Run 1, cell placement:
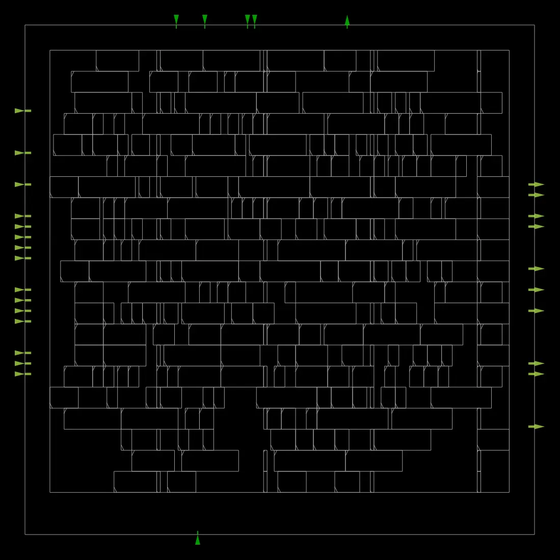
Run 1, close-up of the layout:
Region (39, 39) to (59, 59) µm. Cells in grey, sequential cells in the stronger grey; small squares are vias.
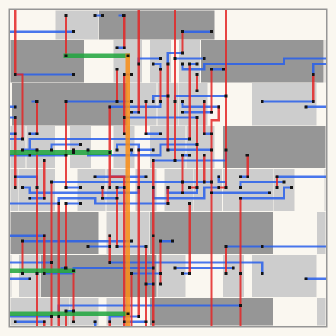
Run 1, local utilization:
The die is cut into 7 by 7 equal tiles; white is low, dark blue is high, 0 to 100% covered.
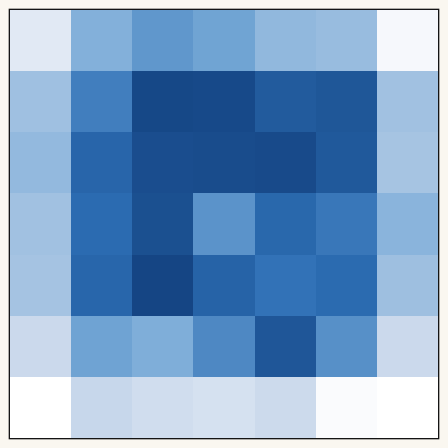
Run 1, drive-strength map:
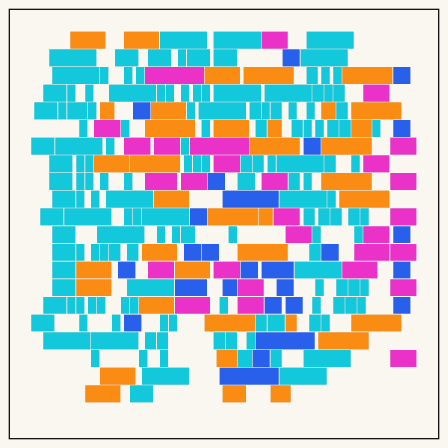
Design serial_adder, sky130hd; sources not shown.
==> results.sh, run 1 <==
# yosys + openroad results
export IMPL_yosys_area_mm2=0.001539
export IMPL_ys_seq_share_pct=49.43
export IMPL_violations="setup timing"
export IMPL_dp_hpwl_mm=2.510
export IMPL_antenna_found_initial=0
export IMPL_worst_ep_arrival_time_ns=1.29
export IMPL_status="finished, violations left"
export IMPL_ff2ff_path_depth=6
export IMPL_most_common_cell="nand2_1"
export IMPL_grt_max_degree=13
export IMPL_grtUsageTotal_pct=19.84
export IMPL_worst_slew_pin_slew_ns=0.6880
export IMPL_combAreaFraction_pct=34.79
export IMPL_n_antenna_cell=0
export IMPL_wirelength_mm=4.185
export IMPL_pwr_group_clock_w=0.000796
export IMPL_setup_slack_ns=-0.2975
export IMPL_top_area_cell="dfxtp_1"
export IMPL_pg_seq_w=0.00150
export IMPL_crit_path_end_kind="output port"
export IMPL_dr_first_iter_drc_count=78
export IMPL_setup_viol=39
export IMPL_hold_class="in -> reg"
export IMPL_grt_pass1_vias=1491
export IMPL_p_int_w=0.002059
export IMPL_numCtsBuffers=5
export IMPL_synth_area_top_cells="dfxtp_1 49%, nand2_1 14%, a311oi_1 8.5%, a21oi_1 6.8%, nand3_1 4.6%"
Back to the opening pictures, 'cell placement':
post-layout util: 70.25%
Non-Filler Instances: 290

Back to the opening pictures, 'close-up of the layout':
- blue: M1
- green: M3
- orange: M4
- red: M2
- cells with their middle in the window: 39
- sequential cells in the window: 9
- most frequent: nand2_1 (12), a21oi_1 (7), dfxtp_2 (6)

Back to the opening pictures, 'local utilization':
- densest ninth of the die: centre
- nearly empty tiles: 4.1%
- tiles over 75% full: 35%
- mean over tiles: 54%
- fullest tile: 91%
CORE AREA: 0.003390 mm²
FP Core Util: 45.40%

Back to the opening pictures, 'drive-strength map':
- magenta: x6 and larger (cells 28; share 11%)
- orange: x2 (cells 37; share 15%)
- blue: x3 and x4 (cells 26; share 11%)
- cyan: x1 and smaller (cells 153; share 63%)
Finished Cell Area: 0.002381 mm²
Final WS setup: -0.2975 ns
Area growth syn-to-layout: 54.72%

run 1: per-layer routing:
layer / vias up / global-route usage (%) / wire, µm
met1: 735 / 22.80 / 1661
met4: 0 / 8.808 / 74
met2: 43 / 34.92 / 2222
li1: 747 / - / -
met3: 8 / 4.252 / 226
met5: - / 0 / 0
run 1: critical path: stages (launching register included):
cell      delay, ns
dfxtp_2        0.36
nand2b_4       0.12
buf_6          0.10
inv_4          0.03
buf_6          0.10
buf_8          0.11
buf_6          0.12
run 1: cells by family after synthesis:
family | synth area share, %
and+or+nand+nor | 25.12
DFF | 49.43
AOI/OAI and AO/OA | 15.85
adders and majority gates | 2.927
buffers and inverters | 6.666
## Run 2: what changed since run 1
--- a/config.mk
+++ b/config.mk
@@ -10,7 +10,6 @@
 export CORE_UTILIZATION = 43
 export CTS_CLUSTER_DIAMETER = 100
 export DETAILED_ROUTE_END_ITERATION = 7
-export GPL_TIMING_DRIVEN = 0
 export PLACE_DENSITY = 0.71
 export SETUP_SLACK_MARGIN = 0.15
 export SLEW_MARGIN = 20
Run 2, close-up of the layout:
Region (39, 39) to (59, 59) µm. Cells in grey, sequential cells in the stronger grey; small squares are vias.
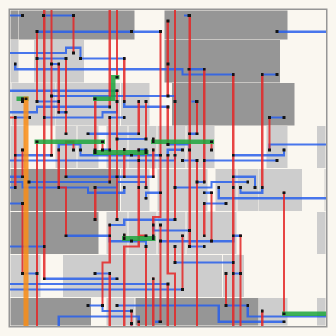
- red: M2
- green: M3
- orange: M4
- blue: M1
- most frequent: nand2_1 (8)
- cells with their middle in the window: 34
- sequential cells in the window: 8

Run 2, cell placement:
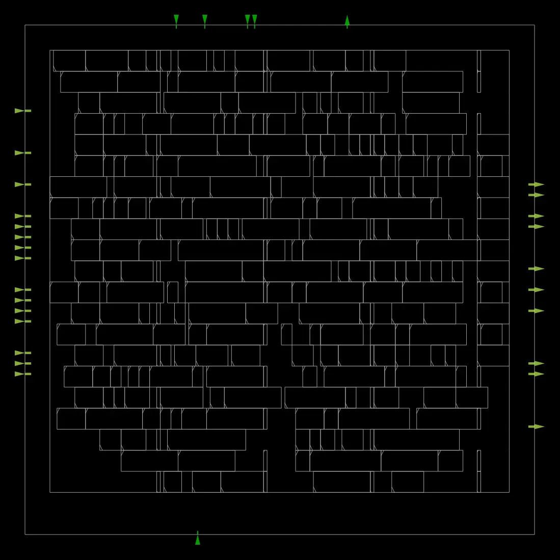
Filler cells: 203
post-layout util: 76.74%

Run 2, drive-strength map:
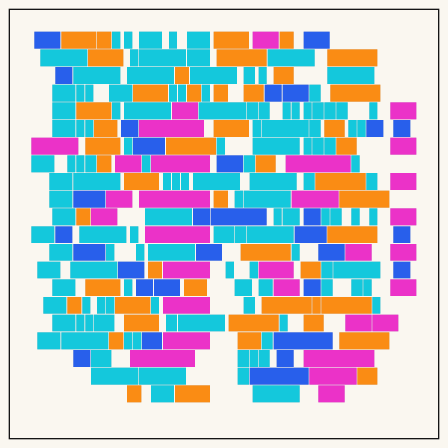
- magenta: x6 and larger (cells 30; share 13%)
- orange: x2 (cells 48; share 20%)
- cyan: x1 and smaller (cells 130; share 55%)
- blue: x3 and x4 (cells 30; share 13%)
Buffers excl. clock: 56
Finished Cell Area: 0.002601 mm²
Area growth syn-to-layout: 69.02%

==> results.sh, run 2 <==
# yosys + openroad results
export IMPL_ys_sh_aoi_pct=15.85
export IMPL_p_int_w=0.002532
export IMPL_wirelength_mm=4.543
export IMPL_numCtsBuffers=5
export IMPL_ys_sh_mux_pct=0
export IMPL_worst_ep_arrival_time_ns=1.45
export IMPL_crit_path_end_kind="flop"
export IMPL_wl_met1_mm=1.767
export IMPL_pg_seq_w=0.00152
export IMPL_ff2ff_path_depth=5
export IMPL_most_common_cell="nand2_1"
export IMPL_grt_met1_usage_pct=22.36
export IMPL_met2_length_mm=2.435
export IMPL_grtUsageTotal_pct=19.40
export IMPL_cp_top_family="flip-flops"
export IMPL_ys_seq_share_pct=49.43
export IMPL_simple_gate_share_pct=25.12
export IMPL_setup_viol=34
export IMPL_ys_sh_xor_pct=0
export IMPL_pwr_group_clock_w=0.00121
export IMPL_critPathMaxStageDelay_ns=0.41
export IMPL_dr_first_iter_drc_count=76
export IMPL_crit_chain="nand2b_4, buf_12, buf_16, nor2_2, a311oi_1"
export IMPL_top_layer="met4"
export IMPL_setup_slack_ns=-0.1041
export IMPL_busiest_layer="met2"
export IMPL_violations="setup timing"
export IMPL_fin_cells=284
export IMPL_worst_path_stages=5
export IMPL_grt_use_met2_pct=33.29
export IMPL_swShare_pct=25.68
export IMPL_wl_met3_um=265
export IMPL_slowest_stage="dfxtp_4"
export IMPL_yosys_area_mm2=0.001539
export IMPL_path_buffers=2
export IMPL_use_met3_pct=4.762
export IMPL_htreeDepth=2
export IMPL_status="finished, violations left"
export IMPL_dp_hpwl_mm=2.305
export IMPL_synth_area_top_cells="dfxtp_1 49%, nand2_1 14%, a311oi_1 8.5%, a21oi_1 6.8%, nand3_1 4.6%"
export IMPL_synthTopLogicFamily="simple AND/OR/NAND/NOR gates"
==> run 2: layout make-up <==
class / count / area, µm²
clock buffer: 5 / 37.54
clock inverter: 3 / 68.82
sequential: 38 / 779.5
fill: 203 / 788.3
multi-input combinational: 135 / 945.9
tap: 46 / 57.56
inverter: 1 / 3.754
timing repair buffer: 56 / 708.2
==> run 2: repair_timing <==
action | 4_1_cts | 5_1_grt
gates resized | 95 | 50
buffers inserted | 1 | 6
setup endpoints to repair | 48 | 49
pin swaps | 13 | 19
gates cloned | 6 | 1
==> run 2: worst min-delay path: cells and delay by family <==
family	cells	cell delay, ns
buffers and inverters	1	0.40
and+or+nand+nor	1	0.06
AOI/OAI and AO/OA	1	0.05
